$ cat src/rtl/deint_pkg.sv
// Shared constants and types for the deinterleaver input commutator.
package deint_pkg;

    localparam int unsigned NUM_BRANCH = 12;
    localparam int unsigned DATA_W     = 8;
    localparam int unsigned BR_W       = 4;

    localparam logic [BR_W-1:0] FIRST_BRANCH = BR_W'(1);
    localparam logic [BR_W-1:0] LAST_BRANCH  = BR_W'(12);

    typedef enum logic {
        HUNT   = 1'b0,
        LOCKED = 1'b1
    } state_t;

endpackage

$ cat src/rtl/deint_branch_ctr.sv
// Branch pointer: counts 1..12 with wrap; a sync load jumps straight to branch 2.
module deint_branch_ctr
    import deint_pkg::*;
(
    input  logic            clk,
    input  logic            rst_n,
    input  logic            load,
    input  logic            inc,
    output logic [BR_W-1:0] count
);

    always_ff @(posedge clk) begin
        if (!rst_n) begin
            count <= FIRST_BRANCH;
        end else if (load) begin
            count <= FIRST_BRANCH + BR_W'(1);
        end else if (inc) begin
            count <= (count == LAST_BRANCH) ? FIRST_BRANCH : count + BR_W'(1);
        end
    end

endmodule

$ cat src/rtl/deint_commutator.sv
// Deinterleaver input commutator: hunts for packet sync, then distributes
// accepted bytes round-robin over twelve registered branch outputs.
module deint_commutator
    import deint_pkg::*;
(
    input  logic                  clk,
    input  logic                  rst_n,
    input  logic [DATA_W-1:0]     din,
    input  logic                  din_valid,
    input  logic                  din_sync,
    output logic [DATA_W-1:0]     d_out1,
    output logic [DATA_W-1:0]     d_out2,
    output logic [DATA_W-1:0]     d_out3,
    output logic [DATA_W-1:0]     d_out4,
    output logic [DATA_W-1:0]     d_out5,
    output logic [DATA_W-1:0]     d_out6,
    output logic [DATA_W-1:0]     d_out7,
    output logic [DATA_W-1:0]     d_out8,
    output logic [DATA_W-1:0]     d_out9,
    output logic [DATA_W-1:0]     d_out10,
    output logic [DATA_W-1:0]     d_out11,
    output logic [DATA_W-1:0]     d_out12,
    output logic [NUM_BRANCH-1:0] br_valid,
    output logic [BR_W-1:0]       sel,
    output logic                  locked,
    output logic                  sync_err
);

    state_t                state;
    state_t                next_state;
    logic                  wr_en_c;
    logic [BR_W-1:0]       wr_idx_c;
    logic                  load_c;
    logic                  inc_c;
    logic                  err_c;
    logic [NUM_BRANCH-1:0] strobe_c;
    logic [DATA_W-1:0]     data_q [NUM_BRANCH];

    deint_branch_ctr u_branch_ctr (
        .clk   (clk),
        .rst_n (rst_n),
        .load  (load_c),
        .inc   (inc_c),
        .count (sel)
    );

    // Next-state, write target and pointer control
    always_comb begin
        next_state = state;
        wr_en_c    = 1'b0;
        wr_idx_c   = sel;
        load_c     = 1'b0;
        inc_c      = 1'b0;
        err_c      = 1'b0;
        case (state)
            HUNT: begin
                if (din_valid && din_sync) begin
                    next_state = LOCKED;
                    wr_en_c    = 1'b1;
                    wr_idx_c   = FIRST_BRANCH;
                    load_c     = 1'b1;
                end
            end
            LOCKED: begin
                if (din_valid) begin
                    wr_en_c = 1'b1;
                    if (din_sync) begin
                        wr_idx_c = FIRST_BRANCH;
                        load_c   = 1'b1;
                        err_c    = (sel != FIRST_BRANCH);
                    end else begin
                        inc_c = 1'b1;
                    end
                end
            end
            default: next_state = HUNT;
        endcase
    end

    // One-hot decode of the branch being written
    always_comb begin
        strobe_c = '0;
        for (int k = 0; k < NUM_BRANCH; k++) begin
            strobe_c[k] = wr_en_c && (wr_idx_c == BR_W'(k + 1));
        end
    end

    always_ff @(posedge clk) begin
        if (!rst_n) begin
            state    <= HUNT;
            locked   <= 1'b0;
            br_valid <= '0;
            sync_err <= 1'b0;
            for (int k = 0; k < NUM_BRANCH; k++) begin
                data_q[k] <= '0;
            end
        end else begin
            state    <= next_state;
            locked   <= (next_state == LOCKED);
            br_valid <= strobe_c;
            sync_err <= err_c;
            for (int k = 0; k < NUM_BRANCH; k++) begin
                if (strobe_c[k]) begin
                    data_q[k] <= din;
                end
            end
        end
    end

    assign d_out1  = data_q[0];
    assign d_out2  = data_q[1];
    assign d_out3  = data_q[2];
    assign d_out4  = data_q[3];
    assign d_out5  = data_q[4];
    assign d_out6  = data_q[5];
    assign d_out7  = data_q[6];
    assign d_out8  = data_q[7];
    assign d_out9  = data_q[8];
    assign d_out10 = data_q[9];
    assign d_out11 = data_q[10];
    assign d_out12 = data_q[11];

endmodule

$ cat config.mk
export PLATFORM = sky130hd
export DESIGN_NAME = deint_commutator
export DESIGN_NICKNAME = d
export VERILOG_FILES = /design/src/rtl/deint_pkg.sv /design/src/rtl/deint_branch_ctr.sv /design/src/rtl/deint_commutator.sv
export SDC_FILE = /design/constraint.sdc
export NUM_CORES = 1
export LEC_CHECK = 0
export ABC_AREA = 0
export CAP_MARGIN = 30
export CORE_UTILIZATION = 36
export DETAILED_ROUTE_END_ITERATION = 8
export PLACE_DENSITY = 0.65
export SLEW_MARGIN = 20
export SYNTH_ARGS = -nofsm -noshare
export SYNTH_HDL_FRONTEND = slang
export SYNTH_SLANG_ARGS = --single-unit
$ cat constraint.sdc
create_clock -name clk -period 4.5 [get_ports clk]
set_clock_uncertainty 0.15 [all_clocks]
set_input_delay 0.675 -clock clk [delete_from_list [all_inputs] [get_ports clk]]
set_output_delay 0.675 -clock clk [all_outputs]
set_load 0.005 [all_outputs]
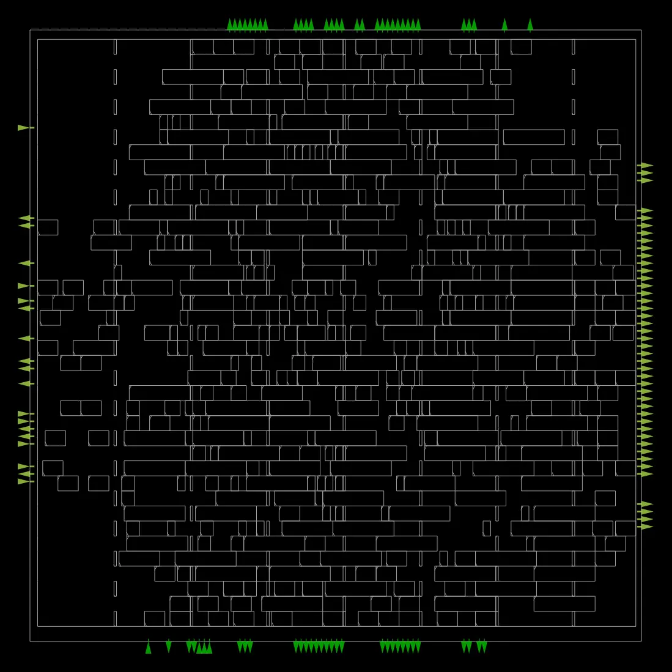
Figure 1: cell outlines without signal wires.
Finished Layout Cells: 586
flop share of the area: 52.8%
Flop Count: 114
Core Rows: 39
Tap Count: 143

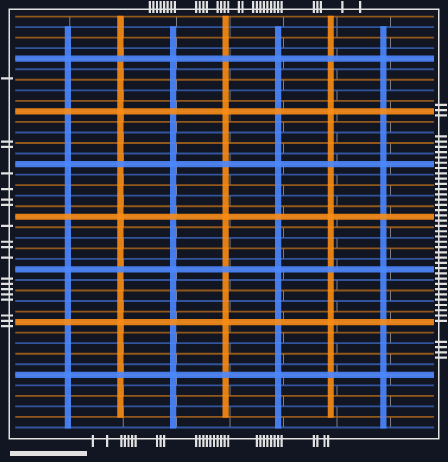
Figure 2: floorplan with the power grid.
The bar under the picture is 20 µm long. Pins as bars on the die edge. Tap cells in grey.
- VSS: blue
- VDD: orange
- met5 straps: 7
- rows: 39
- met1 rails: 40
- signal pins: 126
- met4 straps: 7
die width: 110 µm
core area: 0.0115 mm²
Die Span Y: 110 µm
Max IR drop VDD: 0.249 mV

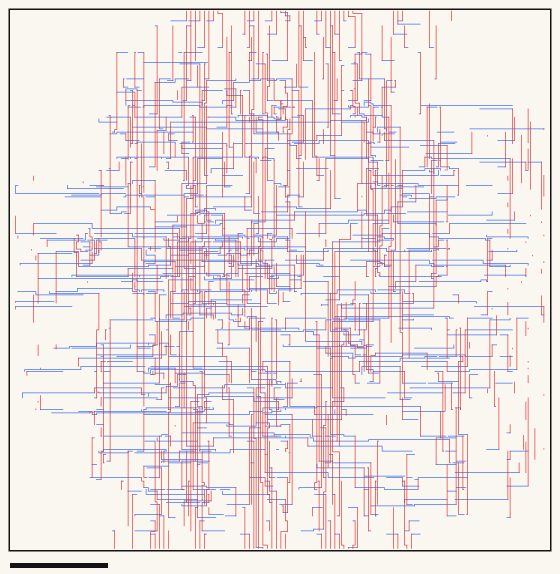
Figure 3: signal wires by layer.
The bar under the picture is 20 µm long. Only two layers are drawn.
- M2: red (wire length 5090 µm)
- M1: blue (wire length 4190 µm)
Vias: 2804
Total Routing Usage GR: 17.2%
DRT Wirelength: 10.2 mm
Avg WL per Cell: 17.3 µm

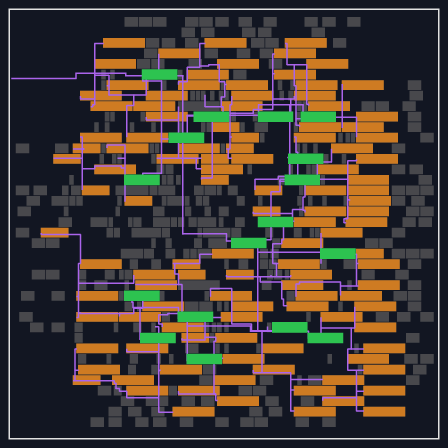
Figure 4: routed clock nets over the placement.
- clock-net drivers: green (count 17)
- clock wires: purple (length 1320 µm)
- flip-flops: orange (count 114)
- routed clock nets: 18
- flops lie: spread over the die
worst skew pair latency: 0.40 ns
Clock Power: 1.21 mW
Clock Power Share: 46.6%

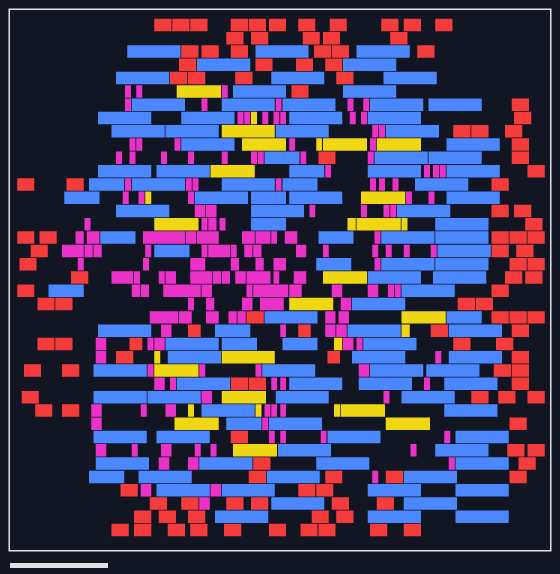
Figure 5: placement by cell class.
The bar under the picture is 20 µm long.
- clock drivers and dummy loads: yellow (cells 30; share of their area 8.9%)
- sequential cells: blue (cells 114; share of their area 54%)
- remaining buffers and delay cells: red (cells 129; share of their area 21%)
- remaining logic cells: magenta (cells 170; share of their area 15%)
Finished Cell Area: 0.00614 mm²
final core utilization: 53.6%

==> flow_summary.json <==
{
  "post_dp_cell_area_mm2": 0.00561,
  "critPathKind": "input port to flop",
  "pg_comb_mw": 0.174,
  "slew_viol_final": 0,
  "fmax_ghz": 0.362,
  "synth_seq_share_pct": 76.5,
  "synth_cell_types": 33,
  "rsz0062_at_grt": "no",
  "chipArea_mm2": 0.0122,
  "final-comb-area_um2": 865,
  "comb_share_pct": 14.1,
  "worstSetupStartpointType": "input port",
  "ys_area_mm2": 0.00424,
  "logic_family": "simple AND/OR/NAND/NOR gates",
  "yosys.area_share.adder_pct": 0.886,
  "cts-buffers-inserted": 17,
  "crit_start": "din_valid",
  "cts_sinks": 114,
  "layout_setup_ws_ns": 1.74,
  "grt_max_degree": 26,
  "compound_area_share_pct": 2.75,
  "yosysTopAreaCell": "edfxtp_1",
  "min_period_ns": 2.76,
  "io-pin-count": 126,
  "p_switching_mw": 0.522,
  "crit_chain": "clkdlybuf4s50_1 > nand4b_4 > or4_1 > nand2_1",
  "htreeDepth": 4,
  "diodes": 0,
  "place_inst": 556,
  "p_sw_share_pct": 20.1,
  "synthXorXnorAreaFrac_pct": 0,
  "slowest_delay_ns": 0.73,
  "area_delta_synth_final_pct": 45.0,
  "met1Wirelength_mm": 4.19,
  "warnings": 28,
  "cts.clk_slew.worst_paths_ns": 0.05,
  "syn_area_mm2": 0.00424,
  "cp.arrival_ns": 2.68,
  "drive_above_1_share_pct": 9.93,
  "post-place-ws_ns": 1.34,
  "cp.required_ns": 4.42,
  "synth.cellmix.simpleShare_pct": 16.6,
  "ys.flops": 114,
  "fp_nets": 314,
  "ff2ff_path_depth": 3,
  "cts_setup_buffers": 0,
  "final_cell_mix": "125 x clkdlybuf4s50_1, 96 x edfxtp_1, 68 x nor2_1, 21 x nand2_1, 18 x dfxtp_1",
  "r2r-start": "state",
  "reg_top3": "data_q x96, br_valid x12, u_branch_ctr.count x4",
  "yosys-top-cells-count": "96 x edfxtp_1, 68 x nor2_1, 21 x nand2_1",
  "outcome": "completed",
  "worstMarginPinSlew_ns": 0.894,
  "ys_top_cells_by_area": "edfxtp_1 68%, dfxtp_1 8.5%, nor2_1 6.0%",
  "grt_busiest_layer": "met2",
  "crit_family": "simple AND/OR/NAND/NOR gates",
  "power.leakage_nw": 2.30,
  "synth.most_common_cell": "edfxtp_1",
  "ys_async_sr_fraction_pct": 0,
  "crit_end": "data_q[0][26]",
  "synth-edff-count": 96,
  "cap_violations": 0,
  "clockNetworkAreaShare_pct": 8.64,
  "ys.flop_type": "edfxtp_1",
  "met2_usage_pct": 28.4,
  "nets": 447,
  "hold_depth": 2,
  "cts_resized": 0,
  "viasPerCell": 4.78,
  "fillers": 964,
  "met3_usage_pct": 5.32,
  "nNonClkInverters": 12,
  "powerSeq_mw": 1.21,
  "antenna_left": 0,
  "grt_first_pass_wirelength_mm": 15.5,
  "slowest_stage": "clkdlybuf4s50_1",
  "setup_violations": 0
}
Power is estimated from default activity; no workload was simulated.
